run_1/layer_met1.png
Supply wires on this layer in grey.
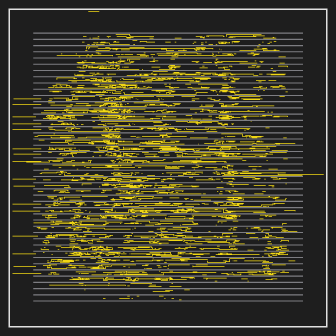
run_1/layer_met4.png
Supply wires on this layer in grey.
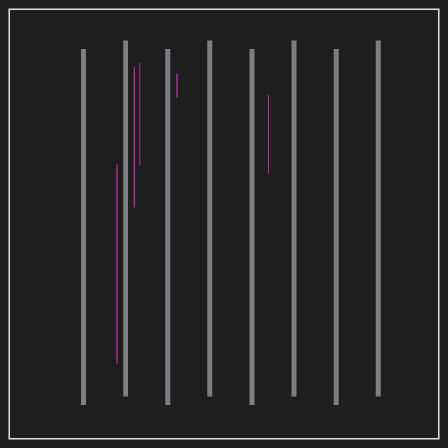
run_1/wires.png
Only two layers are drawn.
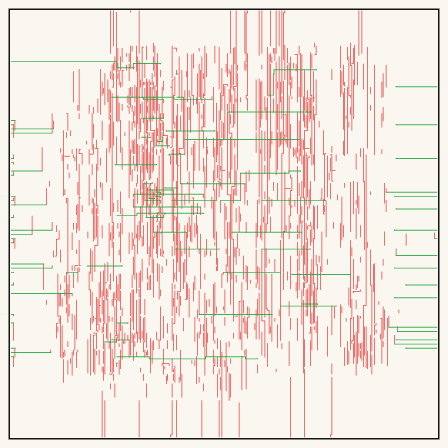
run_1/clocks.png
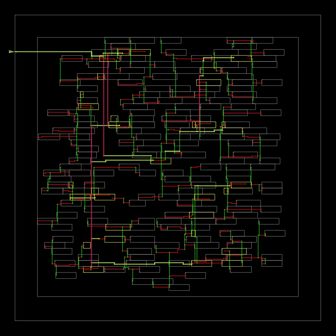
**src/rtl/vram_cpu_writer.sv**
```systemverilog
// CPU-side VRAM writer: snoops 68000 framebuffer writes, queues them as byte writes
// and plays them into VRAM during pixel slots 0..5, leaving slot 7 to the video fetch.
module vram_cpu_writer #(
  parameter logic [23:0] FB_BASE  = 24'h3FA700,
  parameter int          VRAM_AW  = 13,
  parameter int          FIFO_DEP = 4
) (
  input  logic               pixClock,
  input  logic               nReset,
  input  logic [2:0]         hCount,
  input  logic [22:0]        cpuAddr,
  input  logic [15:0]        cpuData,
  input  logic               nAS,
  input  logic               nUDS,
  input  logic               nLDS,
  input  logic               cpuRnW,
  output logic [VRAM_AW-1:0] vramAddr,
  output logic [7:0]         vramDataOut,
  output logic               vramDataOE,
  output logic               nvramWE,
  output logic               wrBusy,
  output logic               ovfErr,
  output logic [1:0]         dbgState
);

  localparam int PW = $clog2(FIFO_DEP);
  localparam int EW = VRAM_AW + 8;
  localparam logic [PW:0] L_DEP = (PW+1)'(FIFO_DEP);

  typedef enum logic [1:0] {S_IDLE, S_SETUP, S_STROBE, S_HOLD} state_t;

  logic r_as_m, r_as_s, r_uds_m, r_uds_s, r_lds_m, r_lds_s, r_rnw_m, r_rnw_s;
  logic r_armed, r_cap_vld, r_cap_uds, r_cap_lds;
  logic [22:0] r_cap_addr;
  logic [15:0] r_cap_data;
  logic [EW-1:0] r_mem [FIFO_DEP];
  logic [PW:0] r_wptr, r_rptr;
  logic r_ovf;
  state_t r_state;
  logic [VRAM_AW-1:0] r_vaddr;
  logic [7:0] r_vdata;
  logic r_oe, r_nwe;

  always_ff @(posedge pixClock or negedge nReset) begin
    if (!nReset) begin
      {r_as_m, r_as_s, r_uds_m, r_uds_s} <= 4'b1111;
      {r_lds_m, r_lds_s, r_rnw_m, r_rnw_s} <= 4'b1111;
    end else begin
      r_as_m <= nAS;    r_as_s <= r_as_m;
      r_uds_m <= nUDS;  r_uds_s <= r_uds_m;
      r_lds_m <= nLDS;  r_lds_s <= r_lds_m;
      r_rnw_m <= cpuRnW; r_rnw_s <= r_rnw_m;
    end
  end

  // One capture per bus cycle: armed clears on capture and re-arms once nAS is seen high.
  logic w_cap;
  assign w_cap = !r_as_s && !r_rnw_s && (!r_uds_s || !r_lds_s) && r_armed;

  always_ff @(posedge pixClock or negedge nReset) begin
    if (!nReset) begin
      r_armed    <= 1'b1;
      r_cap_vld  <= 1'b0;
      r_cap_uds  <= 1'b0;
      r_cap_lds  <= 1'b0;
      r_cap_addr <= '0;
      r_cap_data <= '0;
    end else begin
      r_cap_vld <= w_cap;
      if (w_cap) begin
        r_armed    <= 1'b0;
        r_cap_addr <= cpuAddr;
        r_cap_data <= cpuData;
        r_cap_uds  <= !r_uds_s;
        r_cap_lds  <= !r_lds_s;
      end else if (r_as_s) begin
        r_armed <= 1'b1;
      end
    end
  end

  logic [23:0] w_off;
  logic w_in_win, w_empty, w_fits, w_try_push, w_push, w_drop, w_pop;
  logic [1:0] w_need;
  logic [PW:0] w_count, w_free;
  logic [PW-1:0] w_widx0, w_widx1;
  logic [EW-1:0] w_ent_u, w_ent_l, w_head;

  assign w_off      = {r_cap_addr, 1'b0} - FB_BASE;
  assign w_in_win   = (w_off[23:VRAM_AW] == '0);
  assign w_need     = {1'b0, r_cap_uds} + {1'b0, r_cap_lds};
  assign w_count    = r_wptr - r_rptr;
  assign w_free     = L_DEP - w_count;
  assign w_empty    = (r_wptr == r_rptr);
  assign w_fits     = ((PW+1)'(w_need) <= w_free);
  assign w_try_push = r_cap_vld && w_in_win;
  // Push side: a whole bus cycle enters only if all its bytes fit (else dropped, ovf flagged).
  // Pop side: the FSM takes the head only in IDLE with the FIFO non-empty and a slot <= 3.
  assign w_push     = w_try_push && w_fits;
  assign w_drop     = w_try_push && !w_fits;
  assign w_pop      = (r_state == S_IDLE) && !w_empty && (hCount <= 3'd3);
  assign w_widx0    = r_wptr[PW-1:0];
  assign w_widx1    = w_widx0 + PW'(1);
  assign w_ent_u    = {w_off[VRAM_AW-1:0], r_cap_data[15:8]};
  assign w_ent_l    = {w_off[VRAM_AW-1:0] | VRAM_AW'(1), r_cap_data[7:0]};
  assign w_head     = r_mem[r_rptr[PW-1:0]];

  always_ff @(posedge pixClock) begin
    if (w_push) begin
      if (r_cap_uds) begin
        r_mem[w_widx0] <= w_ent_u;
        if (r_cap_lds) r_mem[w_widx1] <= w_ent_l;
      end else begin
        r_mem[w_widx0] <= w_ent_l;
      end
    end
  end

  always_ff @(posedge pixClock or negedge nReset) begin
    if (!nReset) begin
      r_wptr <= '0;
      r_rptr <= '0;
      r_ovf  <= 1'b0;
    end else begin
      if (w_push) r_wptr <= r_wptr + (PW+1)'(w_need);
      if (w_pop)  r_rptr <= r_rptr + (PW+1)'(1);
      if (w_drop) r_ovf  <= 1'b1;
    end
  end

  // A pass starting at slot <= 3 strobes by slot 5 and releases the bus by slot 6.
  always_ff @(posedge pixClock or negedge nReset) begin
    if (!nReset) begin
      r_state <= S_IDLE;
      r_vaddr <= '0;
      r_vdata <= '0;
      r_oe    <= 1'b0;
      r_nwe   <= 1'b1;
    end else begin
      case (r_state)
        S_IDLE: begin
          if (w_pop) begin
            r_vaddr <= w_head[EW-1:8];
            r_vdata <= w_head[7:0];
            r_oe    <= 1'b1;
            r_state <= S_SETUP;
          end
        end
        S_SETUP: begin
          r_nwe   <= 1'b0;
          r_state <= S_STROBE;
        end
        S_STROBE: begin
          r_nwe   <= 1'b1;
          r_state <= S_HOLD;
        end
        default: begin
          r_oe    <= 1'b0;
          r_state <= S_IDLE;
        end
      endcase
    end
  end

  assign vramAddr    = r_vaddr;
  assign vramDataOut = r_vdata;
  assign vramDataOE  = r_oe;
  assign nvramWE     = r_nwe;
  assign ovfErr      = r_ovf;
  assign wrBusy      = !w_empty || (r_state != S_IDLE);
  assign dbgState    = r_state;

endmodule

```
**config.mk**
```make
export PLATFORM = sky130hd
export DESIGN_NAME = vram_cpu_writer
export DESIGN_NICKNAME = d
export VERILOG_FILES = /design/src/rtl/vram_cpu_writer.sv
export SDC_FILE = /design/constraint.sdc
export NUM_CORES = 1
export LEC_CHECK = 0
export CORE_MARGIN = 10
export CORE_UTILIZATION = 55
export DETAILED_ROUTE_END_ITERATION = 8
export GPL_ROUTABILITY_DRIVEN = 0
export HOLD_SLACK_MARGIN = 0.1
export PLACE_DENSITY = 0.77
export REMOVE_ABC_BUFFERS = 1
export SKIP_LAST_GASP = 1
export SLEW_MARGIN = 20
export SYNTH_ARGS = -nofsm -noshare
export SYNTH_HDL_FRONTEND = slang
export SYNTH_SLANG_ARGS = --single-unit
```
**constraint.sdc**
```tcl
create_clock -name pixClock -period 9.9 [get_ports pixClock]
set_input_delay 1.485 -clock pixClock [delete_from_list [all_inputs] [get_ports pixClock]]
set_output_delay 1.485 -clock pixClock [all_outputs]
set_load 0.02 [all_outputs]
```
==> run_summary.xml, run 1 <==
<?xml version="1.0" encoding="UTF-8"?>
<metrics>
  <group name="status">
    <metric name="status" unit="">complete, no violations</metric>
  </group>
  <group name="synthesis">
    <metric name="syn-cell-area" unit="mm^2">0.00765</metric>
    <metric name="ys_seq_share" unit="">0.598</metric>
    <metric name="numSynthFlops" unit="">167</metric>
    <metric name="synth-xor-area-share" unit="">0.0126</metric>
    <metric name="synth.yosys.chip_area" unit="mm^2">0.00765</metric>
    <metric name="post_synth_mux_area_share" unit="">0.113</metric>
    <metric name="postSynthAreaPerCell" unit="um^2">12.3</metric>
    <metric name="synth.yosys.warnings" unit="">0</metric>
    <metric name="distinct_cell_type_count_after_synthesis" unit="">53</metric>
    <metric name="adder_share" unit="">0.0222</metric>
    <metric name="synthCells" unit="">623</metric>
    <metric name="synthArstFlopShare" unit="">0.497</metric>
    <metric name="post_synth_edffs" unit="">80</metric>
    <metric name="synth_stat.cells" unit="">623</metric>
  </group>
  <group name="clocking">
    <metric name="clock-sinks" unit="">167</metric>
    <metric name="post-cts-setup-buffer-count" unit="">0</metric>
    <metric name="clockRootBuffer" unit="">clkbuf_16</metric>
    <metric name="cts_hold_buf" unit="">0</metric>
    <metric name="cell_resize_tally_after_clock_tree_synthesis" unit="">0</metric>
    <metric name="clock_tree_from_tritoncts" unit="">done</metric>
    <metric name="path_clk_slew" unit="ns">0.06</metric>
  </group>
  <group name="hold_path">
    <metric name="worstHoldPathCells" unit="">0</metric>
    <metric name="worst_hold_path.endpoint" unit="">r_as_s</metric>
    <metric name="timing.hold.worst.class" unit="">reg -&gt; reg</metric>
    <metric name="worst_hold_startpoint" unit="">r_as_m</metric>
  </group>
  <group name="setup_path">
    <metric name="r2r_end" unit="">r_mem[1][5]</metric>
    <metric name="critical_path.slowest_cell" unit="">clkdlybuf4s50_1</metric>
    <metric name="critical_path.startpoint_type" unit="">register</metric>
    <metric name="worst-endpoint-arrival" unit="ns">2.41</metric>
    <metric name="crit_type" unit="">reg -&gt; out</metric>
    <metric name="timing.critical_path.from" unit="">r_wptr[1]</metric>
    <metric name="r2r.worst_path.cells" unit="">7</metric>
    <metric name="crit_cells" unit="">5</metric>
    <metric name="timing.critical_path.cells" unit="">inv_1 &gt; ha_1 &gt; and3_1 &gt; nand2_1 &gt; clkdlybuf4s50_1</metric>
    <metric name="critPathRequiredTime" unit="ns">8.42</metric>
    <metric name="cpPeakStageDelay" unit="ns">0.60</metric>
  </group>
  <group name="final_layout">
    <metric name="post-route-cell-area" unit="mm^2">0.00911</metric>
    <metric name="signal_buffers" unit="">81</metric>
    <metric name="finish.cell_count_without_fillers" unit="">878</metric>
    <metric name="num-fill-cells" unit="">1040</metric>
    <metric name="clock_tree_area_fraction" unit="">0.0680</metric>
    <metric name="cell_class_ranked_first_by_area" unit="">registers</metric>
    <metric name="flop_area" unit="mm^2">0.00457</metric>
    <metric name="clock_buffers" unit="">20</metric>
    <metric name="layout-area-overhead-vs-synth" unit="%">19.1</metric>
    <metric name="insertedDiodeCount" unit="">0</metric>
    <metric name="buffer_area_frac" unit="">0.0867</metric>
    <metric name="layout-drive-gt1-share" unit="">0.163</metric>
    <metric name="inverters" unit="">19</metric>
    <metric name="multi_input_comb_area" unit="mm^2">0.00283</metric>
  </group>
  <group name="grt">
    <metric name="grt_pass1_wl" unit="um">25600</metric>
    <metric name="grt_overflow_total" unit="">0</metric>
    <metric name="gr_layer_usage_met2" unit="">0.287</metric>
    <metric name="grt_start_max_net_pins" unit="">84</metric>
    <metric name="global_route.peak_usage_layer" unit="">met2</metric>
  </group>
  <group name="timing">
    <metric name="hold_viol" unit="">0</metric>
    <metric name="worst_slew_margin_rel" unit="">0.305</metric>
    <metric name="rsz_0062_raised_after_global_routing" unit="">false</metric>
    <metric name="setup_violations" unit="">0</metric>
    <metric name="holdWs" unit="ns">0.355</metric>
    <metric name="fin_crit_sh" unit="">0.394</metric>
    <metric name="finalWorstPathRequiredPeriod" unit="ns">3.90</metric>
    <metric name="final-max-slew-violation-count" unit="">0</metric>
  </group>
  <group name="route">
    <metric name="post-route-drc-count" unit="">0</metric>
    <metric name="viasPerCell" unit="">5.60</metric>
    <metric name="drt_first_iter_violations" unit="">532</metric>
    <metric name="highest_layer" unit="">met4</metric>
    <metric name="wl_met1" unit="um">6680</metric>
  </group>
  <group name="floorplanning">
    <metric name="die_x" unit="um">138</metric>
    <metric name="n_tap_cell" unit="">180</metric>
    <metric name="initial_core_util" unit="">0.555</metric>
    <metric name="rows" unit="">43</metric>
    <metric name="io_pins" unit="">75</metric>
  </group>
  <group name="power">
    <metric name="power_frac_seq" unit="">0.420</metric>
    <metric name="power_report.internal_total" unit="mW">1.49</metric>
    <metric name="total_leakage_power" unit="nW">3.78</metric>
    <metric name="power.clock.fraction" unit="">0.328</metric>
    <metric name="power-top-group" unit="">sequential cells</metric>
    <metric name="net_sw_power" unit="uW">618</metric>
    <metric name="power.ir.vdd_worst" unit="mV">0.123</metric>
    <metric name="p_comb_frac" unit="">0.252</metric>
  </group>
  <group name="placement">
    <metric name="place_hpwl" unit="um">10100</metric>
    <metric name="placedCellCount" unit="">846</metric>
    <metric name="postPlaceCellArea" unit="mm^2">0.00848</metric>
    <metric name="setup_slack_at_placement" unit="ns">5.91</metric>
  </group>
  <group name="flow_run">
    <metric name="tool_warnings" unit="">29</metric>
  </group>
</metrics>
-- layer_met1.png (at the start) --
nets with wire on the layer: 679
share of all routed wire: 43%
wire length on this layer: 6,680 um
main direction: horizontal
longest straight run: 42.3 um
Total Wirelength: 15,500 um
met1 track demand over resource: 0.216
routed via count: 4,916

-- layer_met4.png (at the start) --
share of all routed wire: 1.1%
wire length on this layer: 174 um
longest straight run: 63.9 um
nets with wire on the layer: 3

-- wires.png (at the start) --
[green] metal 3 | wire length: 977 um
[red] metal 2 | wire length: 7,710 um
total track usage: 0.173
routed wire length per instance: 17.7 um

-- clocks.png (at the start) --
worst skew pair latency: 0.43 ns
number of clock buffers inserted by TritonCTS: 17
skew final: 0.00833 ns
total clock network power: 693 uW
number of flip-flops and latches: 167

run 1: cells in the final DEF (no fill, tap or decap), types with 3 or more instances in the layout:
cell type / instances
nand3_1: 3
nand2_1: 139
nor3_1: 20
and4_1: 3
nor4b_1: 8
clkbuf_16: 17
inv_1: 19
clkdlybuf4s50_1: 71
nand4_1: 4
bufinv_16: 4
o21ai_0: 8
nor2b_1: 12
dfxtp_1: 4
buf_4: 9
nor3_2: 9
ha_1: 12
edfxtp_1: 80
and2_1: 16
dfstp_2: 10
dfrtp_1: 73
nor2_1: 33
clkinv_2: 3
mux2_2: 31
nor4_1: 3
mux4_2: 21
a22oi_1: 9
a32oi_1: 17
xnor2_1: 9
and3_1: 3
a21oi_1: 9
mux2_1: 3
run 1: cells in the mapped netlist (6+ instances only):
master | count | share of area
xnor2_1 | 9 | 0.010
nor3_2 | 9 | 0.012
edfxtp_1 | 80 | 0.31
mux4_2 | 21 | 0.062
nor2_1 | 33 | 0.016
dfstp_2 | 10 | 0.034
a22oi_1 | 9 | 0.0088
a32oi_1 | 17 | 0.019
nor2b_1 | 12 | 0.0098
o21ai_0 | 8 | 0.0052
a21oi_1 | 9 | 0.0059
and2_1 | 16 | 0.013
mux2_2 | 31 | 0.046
buf_1 | 6 | 0.0029
nand2_1 | 139 | 0.068
clkbuf_1 | 23 | 0.011
nor3_1 | 20 | 0.013
nor4b_1 | 8 | 0.0092
dfrtp_1 | 73 | 0.24
inv_1 | 19 | 0.0093
ha_1 | 12 | 0.020
run 1: flip-flops by register name (all words and copies together) (netlist names), 2 cells and up:
signal and count:
r_wptr 3, vramAddr 13, r_cap_data 16, vramDataOut 8, r_rptr 3, r_mem 84, r_cap_addr 23, dbgState 2
==> run 2, diff against run 1 <==
clock period = 3.69 ns   (was 9.9 ns; I/O delays follow)
run_2/layer_met4.png
Supply wires on this layer in grey.
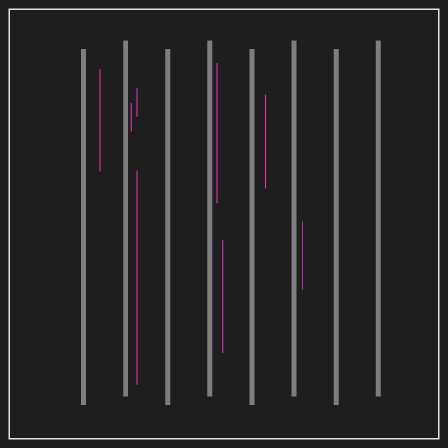
main direction: vertical
nets with wire on the layer: 5
share of all routed wire: 1.6%
longest straight run: 68.7 um
Total Wirelength: 15,600 um
routed via count: 5,030

run_2/wires.png
Only two layers are drawn.
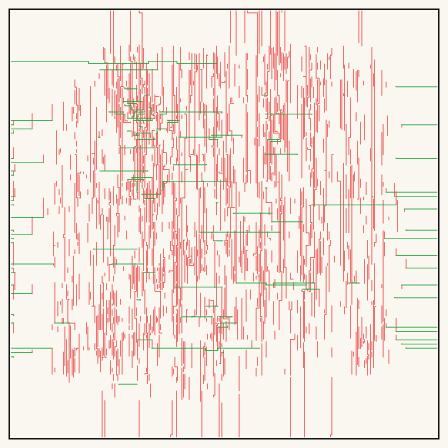
[red] metal 2 | wire length: 7,720 um
[green] metal 3 | wire length: 896 um
routed wire length per instance: 17.6 um
total track usage: 0.172

==> run_summary.xml, run 2 <==
<?xml version="1.0" encoding="UTF-8"?>
<metrics>
  <group name="status">
    <metric name="status" unit="">complete, no violations</metric>
  </group>
  <group name="final_layout">
    <metric name="layout-area-overhead-vs-synth" unit="%">19.3</metric>
    <metric name="registers.top_by_ff_count" unit="">r_mem</metric>
    <metric name="layout.nets" unit="">752</metric>
    <metric name="layout-drive-gt1-share" unit="">0.175</metric>
    <metric name="insertedDiodeCount" unit="">0</metric>
    <metric name="post-route-cell-area" unit="mm^2">0.00913</metric>
    <metric name="mostFrequentLayoutCells" unit="">nand2_1 (139), edfxtp_1 (80), dfrtp_1 (73), clkdlybuf4s50_1 (71), nor2_1 (33)</metric>
    <metric name="layout_top_cell" unit="">nand2_1</metric>
    <metric name="number_of_flip_flops_under_the_largest_register_name" unit="">84</metric>
    <metric name="top_regs" unit="">r_mem: 84 flops, r_cap_addr: 23 flops, r_cap_data: 16 flops</metric>
  </group>
  <group name="setup_path">
    <metric name="critical_path_buf_inv_count" unit="">1</metric>
    <metric name="timing.critical_path.from" unit="">r_cap_addr[7]</metric>
    <metric name="cell_class_contributing_the_biggest_share_of_worst_path_delay" unit="">AND-OR/OR-AND gates</metric>
    <metric name="crit_cells" unit="">7</metric>
    <metric name="r2r_end" unit="">r_mem[1][12]</metric>
    <metric name="critical_path.startpoint_type" unit="">register</metric>
    <metric name="critical_path.slowest_cell" unit="">inv_1</metric>
    <metric name="worstPathMaxFanout" unit="">20</metric>
    <metric name="timing.critical_path.cells" unit="">ha_1 &gt; a211o_1 &gt; a21oi_1 &gt; o21ai_0 &gt; a2111oi_4 &gt; nand4_1 &gt; inv_1</metric>
    <metric name="rr_startpoint" unit="">r_cap_addr[7]</metric>
    <metric name="cpPeakStageDelay" unit="ns">0.75</metric>
    <metric name="worst-endpoint-arrival" unit="ns">3.23</metric>
    <metric name="critical_path.endpoint_type" unit="">register</metric>
    <metric name="crit_path_end" unit="">r_mem[1][12]</metric>
    <metric name="crit_type" unit="">reg -&gt; reg</metric>
    <metric name="r2r.worst_path.cells" unit="">7</metric>
    <metric name="critPathRequiredTime" unit="ns">3.74</metric>
    <metric name="setup.reg_to_reg.worst_slack" unit="ns">0.51</metric>
  </group>
  <group name="timing">
    <metric name="hold_viol" unit="">0</metric>
    <metric name="setup_violations" unit="">0</metric>
    <metric name="rsz_0062_raised_after_global_routing" unit="">false</metric>
    <metric name="fin_crit_sh" unit="">0.862</metric>
    <metric name="max_clock_freq" unit="MHz">314</metric>
    <metric name="fin_worst_skew" unit="ns">0.0158</metric>
    <metric name="finalWorstPathRequiredPeriod" unit="ns">3.18</metric>
    <metric name="finalSetupTns" unit="ns">0</metric>
    <metric name="final-max-slew-violation-count" unit="">0</metric>
    <metric name="worst-slew-pin-transition" unit="ns">0.973</metric>
    <metric name="worst_slew_margin_rel" unit="">0.346</metric>
  </group>
  <group name="clocking">
    <metric name="post-cts-setup-buffer-count" unit="">0</metric>
    <metric name="clock-sinks" unit="">167</metric>
    <metric name="clock_tree_from_tritoncts" unit="">done</metric>
    <metric name="cts_buffers" unit="">17</metric>
    <metric name="cell_resize_tally_after_clock_tree_synthesis" unit="">0</metric>
    <metric name="clockRootBuffer" unit="">clkbuf_16</metric>
    <metric name="worst_skew_pair_latency" unit="ns">0.44</metric>
    <metric name="cts.htree.levels" unit="">4</metric>
    <metric name="cts_hold_buf" unit="">0</metric>
    <metric name="max-clock-path-buffers" unit="">2</metric>
    <metric name="path_clk_slew" unit="ns">0.06</metric>
  </group>
  <group name="synthesis">
    <metric name="ys_top_cells_by_area" unit="">edfxtp_1 (31%), dfrtp_1 (24%), nand2_1 (6.8%), mux4_2 (6.2%), mux2_2 (4.6%)</metric>
    <metric name="syn-cell-area" unit="mm^2">0.00765</metric>
    <metric name="synth.yosys.warnings" unit="">0</metric>
    <metric name="synth.yosys.chip_area" unit="mm^2">0.00765</metric>
    <metric name="synth_top_cell_by_area" unit="">edfxtp_1</metric>
    <metric name="numSynthFlops" unit="">167</metric>
    <metric name="synthArstFlopShare" unit="">0.497</metric>
    <metric name="distinct_cell_type_count_after_synthesis" unit="">53</metric>
    <metric name="post_synth_edffs" unit="">80</metric>
    <metric name="ys_seq_share" unit="">0.598</metric>
    <metric name="yosys_most_used_dff" unit="">edfxtp_1</metric>
    <metric name="synth_stat.cells" unit="">623</metric>
    <metric name="yosys.area.top_type_share" unit="">0.314</metric>
    <metric name="synthTopCellsByCount" unit="">nand2_1 (139), edfxtp_1 (80), dfrtp_1 (73)</metric>
    <metric name="synthMostInstantiatedCell" unit="">nand2_1</metric>
    <metric name="synthCells" unit="">623</metric>
    <metric name="postSynthAreaPerCell" unit="um^2">12.3</metric>
  </group>
  <group name="floorplanning">
    <metric name="initial_core_util" unit="">0.555</metric>
    <metric name="design.die.area" unit="mm^2">0.0190</metric>
    <metric name="die_y" unit="um">138</metric>
    <metric name="rows" unit="">43</metric>
    <metric name="core" unit="mm^2">0.0138</metric>
    <metric name="io_pins" unit="">75</metric>
    <metric name="die_x" unit="um">138</metric>
  </group>
  <group name="grt">
    <metric name="grt_antenna_before_repair" unit="">0</metric>
    <metric name="grt_pass1_wl" unit="um">25400</metric>
    <metric name="grt_overflow_total" unit="">0</metric>
    <metric name="first_global_vias" unit="">5085</metric>
    <metric name="grt_start_max_net_pins" unit="">84</metric>
  </group>
  <group name="route">
    <metric name="wl_met2" unit="um">7720</metric>
    <metric name="post-route-drc-count" unit="">0</metric>
    <metric name="dr_wl_met3" unit="um">896</metric>
    <metric name="drt_first_iter_violations" unit="">569</metric>
    <metric name="viasPerCell" unit="">5.69</metric>
    <metric name="antenna_violating_nets_post_route" unit="">0</metric>
    <metric name="highest_layer" unit="">met4</metric>
    <metric name="drtPass1Iterations" unit="">5</metric>
    <metric name="wl_met1" unit="um">6720</metric>
  </group>
  <group name="power">
    <metric name="total_leakage_power" unit="nW">3.79</metric>
    <metric name="p_comb_frac" unit="">0.260</metric>
    <metric name="power_frac_seq" unit="">0.425</metric>
    <metric name="net_sw_power" unit="mW">1.69</metric>
    <metric name="power.ir.vdd_worst" unit="mV">0.325</metric>
    <metric name="power_per_cell_area" unit="mW/mm^2">609</metric>
    <metric name="power_report.internal_total" unit="mW">3.87</metric>
    <metric name="power_switching_share" unit="">0.304</metric>
    <metric name="power.clock.fraction" unit="">0.315</metric>
  </group>
  <group name="placement">
    <metric name="place_hpwl" unit="um">10100</metric>
    <metric name="io_buffer_count" unit="">72</metric>
    <metric name="postPlaceCellArea" unit="mm^2">0.00854</metric>
  </group>
  <group name="flow_run">
    <metric name="maxCapViolCount" unit="">0</metric>
    <metric name="tool_warnings" unit="">29</metric>
  </group>
  <group name="hold_path">
    <metric name="timing.hold.worst.class" unit="">in -&gt; async</metric>
  </group>
</metrics>
## run 2: cell count changes in the layout (fill, tap and decap cells not counted), sizes merged
cell and change:
clkinvlp +2, clkinv -3, bufinv -3, buf +6, inv +4
## run 2: cells by family (layout without fill, tap and decap cells)
family | Yosys count | count (layout) | synth area share
compound gates | 58 | 58 | 0.0579
xor+xnor | 11 | 11 | 0.0126
fa+ha+maj | 13 | 13 | 0.0222
buf+inv | 57 | 138 | 0.0334
flops | 167 | 167 | 0.598
mux | 56 | 56 | 0.113
simple gates | 261 | 261 | 0.163
## run 2: layer usage
| layer | vias to the layer above | GRT usage |
|---|---|---|
| met4 | 0 | 0.0672 |
| met3 | 22 | 0.0442 |
| met1 | 2479 | 0.217 |
| met5 | - | 0 |
| li1 | 2364 | - |
| met2 | 165 | 0.280 |
## run 2: area by class of cell
cell class | instances | area (um^2)
fillers | 1065 | 4640
flip-flops and latches | 167 | 4570
multi-input cells | 399 | 2820
repair buffers | 87 | 847
clock buffers | 20 | 478
well taps | 180 | 225
clock inverters | 12 | 113
inverters | 19 | 71.3
## run 2: metrics by stage
stage	setup slack (ns)	hold slack [ns]	util	total power [mW]	std cells
after floorplan	-0.180	0.258	-	3.29	585
after global placement	0.561	0.346	0.620	3.80	852
after detailed placement	0.496	0.347	0.620	3.86	852
after CTS	0.486	0.351	0.663	5.60	884
after global routing	0.226	0.231	0.663	5.83	884
final	0.510	0.153	0.663	5.56	884
## run 2: power by group through the flow
stage / registers, mW / clock network, mW / logic, mW
after floorplan: 2.60 / 0 / 0.694
after CTS: 2.37 / 1.77 / 1.46
after detailed placement: 2.40 / 0 / 1.46
final: 2.37 / 1.75 / 1.44
after global routing: 2.40 / 1.85 / 1.58
after global placement: 2.38 / 0 / 1.42
==> run 3, diff against run 2 <==
GPL_ROUTABILITY_DRIVEN = 1   (was 0)
run_3/layer_met4.png
Supply wires on this layer in grey.
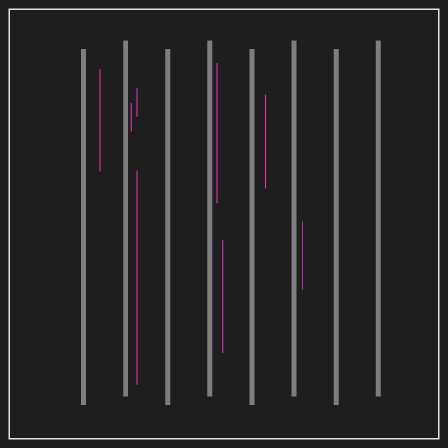
wire length on this layer: 252 um
longest straight run: 68.7 um
share of all routed wire: 1.6%

run_3/clocks.png
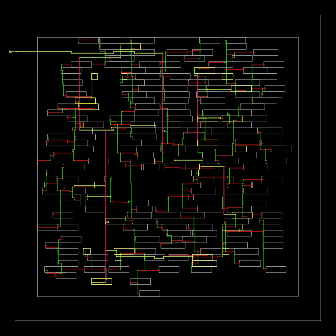
tally of clock buffers in the finished layout: 20
CTS Sinks: 167
worst skew pair latency: 0.44 ns
skew final: 0.0158 ns

==> run_summary.xml, run 3 <==
<?xml version="1.0" encoding="UTF-8"?>
<metrics>
  <group name="clocking">
    <metric name="max-clock-path-buffers" unit="">2</metric>
    <metric name="cts_hold_buf" unit="">0</metric>
    <metric name="cell_resize_tally_after_clock_tree_synthesis" unit="">0</metric>
    <metric name="clock_tree_from_tritoncts" unit="">done</metric>
    <metric name="post-cts-setup-buffer-count" unit="">0</metric>
    <metric name="clockRootBuffer" unit="">clkbuf_16</metric>
    <metric name="path_clk_slew" unit="ns">0.06</metric>
    <metric name="cts.htree.levels" unit="">4</metric>
    <metric name="cts_buffers" unit="">17</metric>
  </group>
  <group name="timing">
    <metric name="setup_violations" unit="">0</metric>
    <metric name="rsz_0062_raised_after_global_routing" unit="">false</metric>
    <metric name="max_clock_freq" unit="MHz">314</metric>
    <metric name="worst_slew_margin_rel" unit="">0.346</metric>
    <metric name="final-max-slew-violation-count" unit="">0</metric>
    <metric name="finalWorstPathRequiredPeriod" unit="ns">3.18</metric>
    <metric name="worst-slew-pin-transition" unit="ns">0.973</metric>
    <metric name="hold_viol" unit="">0</metric>
    <metric name="fin_crit_sh" unit="">0.862</metric>
  </group>
  <group name="synthesis">
    <metric name="synth_simple_gate_area_share" unit="">0.163</metric>
    <metric name="synthArstFlopShare" unit="">0.497</metric>
    <metric name="yosys-dominant-comb-family" unit="">simple AND/OR/NAND/NOR gates</metric>
    <metric name="post_synth_mux_area_share" unit="">0.113</metric>
    <metric name="syn-cell-area" unit="mm^2">0.00765</metric>
    <metric name="numSynthFlops" unit="">167</metric>
    <metric name="synth.yosys.chip_area" unit="mm^2">0.00765</metric>
    <metric name="synthCells" unit="">623</metric>
    <metric name="synth.yosys.warnings" unit="">0</metric>
    <metric name="ys_top_cells_by_area" unit="">edfxtp_1 (31%), dfrtp_1 (24%), nand2_1 (6.8%), mux4_2 (6.2%), mux2_2 (4.6%)</metric>
    <metric name="synth_top_cell_by_area" unit="">edfxtp_1</metric>
    <metric name="synth_stat.cells" unit="">623</metric>
    <metric name="synthMostInstantiatedCell" unit="">nand2_1</metric>
    <metric name="distinct_cell_type_count_after_synthesis" unit="">53</metric>
    <metric name="ys_seq_share" unit="">0.598</metric>
    <metric name="aoi_share" unit="">0.0579</metric>
    <metric name="postSynthAreaPerCell" unit="um^2">12.3</metric>
    <metric name="adder_share" unit="">0.0222</metric>
    <metric name="post_synth_edffs" unit="">80</metric>
    <metric name="yosys_most_used_dff" unit="">edfxtp_1</metric>
    <metric name="synthTopCellsByCount" unit="">nand2_1 (139), edfxtp_1 (80), dfrtp_1 (73)</metric>
    <metric name="yosys.area.top_type_share" unit="">0.314</metric>
    <metric name="synth-xor-area-share" unit="">0.0126</metric>
  </group>
  <group name="setup_path">
    <metric name="worstPathMaxFanout" unit="">20</metric>
    <metric name="critical_path.endpoint_type" unit="">register</metric>
    <metric name="crit_type" unit="">reg -&gt; reg</metric>
    <metric name="critical_path.startpoint_type" unit="">register</metric>
    <metric name="worst-endpoint-arrival" unit="ns">3.23</metric>
    <metric name="critPathRequiredTime" unit="ns">3.74</metric>
  </group>
  <group name="grt">
    <metric name="grt_antenna_before_repair" unit="">0</metric>
    <metric name="globalRouteTotalUtil" unit="">0.172</metric>
    <metric name="first_global_vias" unit="">5085</metric>
    <metric name="grt_pass1_wl" unit="um">25400</metric>
    <metric name="grt_overflow_total" unit="">0</metric>
    <metric name="grt_start_max_net_pins" unit="">84</metric>
  </group>
  <group name="placement">
    <metric name="gp_routability_congestion" unit="">0.863</metric>
    <metric name="postPlaceCellArea" unit="mm^2">0.00854</metric>
    <metric name="io_buffer_count" unit="">72</metric>
    <metric name="place_hpwl" unit="um">10100</metric>
  </group>
  <group name="flow_run">
    <metric name="tool_warnings" unit="">29</metric>
    <metric name="maxCapViolCount" unit="">0</metric>
  </group>
  <group name="floorplanning">
    <metric name="design.die.area" unit="mm^2">0.0190</metric>
    <metric name="core" unit="mm^2">0.0138</metric>
    <metric name="rows" unit="">43</metric>
    <metric name="die_y" unit="um">138</metric>
    <metric name="die_x" unit="um">138</metric>
    <metric name="initial_core_util" unit="">0.555</metric>
    <metric name="io_pins" unit="">75</metric>
  </group>
  <group name="power">
    <metric name="power-top-group" unit="">sequential cells</metric>
    <metric name="power_frac_seq" unit="">0.425</metric>
    <metric name="total_leakage_power" unit="nW">3.79</metric>
    <metric name="power.clock.fraction" unit="">0.315</metric>
    <metric name="total_clock_network_power" unit="mW">1.75</metric>
    <metric name="power_per_cell_area" unit="mW/mm^2">609</metric>
    <metric name="power.ir.vdd_worst" unit="mV">0.325</metric>
    <metric name="net_sw_power" unit="mW">1.69</metric>
    <metric name="power_switching_share" unit="">0.304</metric>
    <metric name="p_comb_frac" unit="">0.260</metric>
    <metric name="powerComb" unit="mW">1.44</metric>
    <metric name="power_sequential" unit="mW">2.37</metric>
    <metric name="power_report.internal_total" unit="mW">3.87</metric>
  </group>
  <group name="route">
    <metric name="viasPerCell" unit="">5.69</metric>
    <metric name="postRouteWirelength" unit="um">15600</metric>
    <metric name="routed_wire_length_per_instance" unit="um">17.6</metric>
    <metric name="antenna_violating_nets_post_route" unit="">0</metric>
    <metric name="post-route-drc-count" unit="">0</metric>
    <metric name="drtPass1Iterations" unit="">5</metric>
    <metric name="drt_first_iter_violations" unit="">569</metric>
    <metric name="routed-via-count" unit="">5030</metric>
  </group>
  <group name="final_layout">
    <metric name="layout-drive-gt1-share" unit="">0.175</metric>
    <metric name="num-fill-cells" unit="">1065</metric>
    <metric name="mostFrequentLayoutCells" unit="">nand2_1 (139), edfxtp_1 (80), dfrtp_1 (73), clkdlybuf4s50_1 (71), nor2_1 (33)</metric>
    <metric name="flop_area" unit="mm^2">0.00457</metric>
    <metric name="number_of_flip_flops_under_the_largest_register_name" unit="">84</metric>
    <metric name="layout.nets" unit="">752</metric>
    <metric name="layout_top_cell" unit="">nand2_1</metric>
    <metric name="layout-area-overhead-vs-synth" unit="%">19.3</metric>
    <metric name="finalCoreUtilization" unit="">0.663</metric>
    <metric name="insertedDiodeCount" unit="">0</metric>
    <metric name="top_regs" unit="">r_mem: 84 flops, r_cap_addr: 23 flops, r_cap_data: 16 flops</metric>
    <metric name="multi_input_comb_area" unit="mm^2">0.00282</metric>
    <metric name="registers.top_by_ff_count" unit="">r_mem</metric>
    <metric name="post-route-cell-area" unit="mm^2">0.00913</metric>
  </group>
  <group name="hold_path">
    <metric name="timing.hold.worst.class" unit="">in -&gt; async</metric>
  </group>
  <group name="status">
    <metric name="status" unit="">complete, no violations</metric>
  </group>
</metrics>
==> run 3: layer usage <==
layer	wire length (um)	vias up	part of all wire	global-route usage
met5	0	-	0	0
met4	251	0	0.016	0.0672
met3	896	22	0.058	0.0442
met2	7720	165	0.50	0.280
met1	6720	2479	0.43	0.217
li1	-	2364	-	-
==> run 3: metrics by stage <==
stage	hold slack, ns	setup WS [ns]	TNS (ns)	power, mW	cells
after floorplan	0.258	-0.180	-2.27	3.29	585
after global placement	0.346	0.561	0	3.80	852
after detailed placement	0.347	0.496	0	3.86	852
after CTS	0.351	0.486	0	5.60	884
after global routing	0.231	0.226	0	5.83	884
final	0.153	0.510	0	5.56	884
==> run 3: layout make-up <==
cell class,instances,share of cell area
Tap cell,180,0.0247
Inverter,19,0.00781
Timing Repair Buffer,87,0.0928
Sequential cell,167,0.501
Clock inverter,12,0.0123
Clock buffer,20,0.0524
Multi-Input combinational cell,399,0.309
==> run 3: path summary, 6_finish.rpt <==
| check | slack, ns | endpoint | start | cells past startpoint |
|---|---|---|---|---|
| setup / recovery | 0.51 | r_mem[1][12] | r_cap_addr[7] | 7 |
| hold / removal | 0.15 | vramDataOut[6] | nReset | 1 |
| setup reg to reg | 0.51 | r_mem[1][12] | r_cap_addr[7] | 7 |
| hold reg to reg | 0.36 | r_as_s | r_as_m | 0 |
| max in group asynchronous | 2.99 | r_cap_data[8] | nReset | 1 |
| min in group pixClock | 0.36 | r_as_s | r_as_m | 0 |
==> run 3: critical path: stages (launching register included) <==
cell and delay, ns:
dfrtp_1 0.46, ha_1 0.32, a211o_1 0.31, a21oi_1 0.18, o21ai_0 0.17, a2111oi_4 0.43, nand4_1 0.18, inv_1 0.75

==> gallery <==
Zoomed window.
Bar = 10 um. Region (54, 54) to (84, 84) um. Cells in grey, sequential cells in the stronger grey; small squares are vias.
(a)
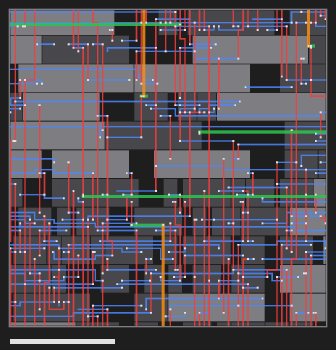
(b)
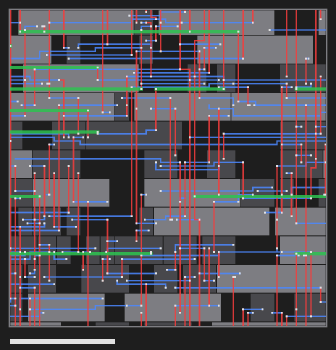
- (b) = run 1
- (a) = run 3

Key to (a):
[red] metal 2
[green] metal 3
[blue] metal 1
[orange] metal 4
netlist names of flops here include: r_mem (8)
most frequent: inv_1 (8), ha_1 (6), edfxtp_1 (6)
sequential cells in the window: 10
cells with their middle in the window: 53

No activity file was given, so power comes from the tool's default toggle rates.
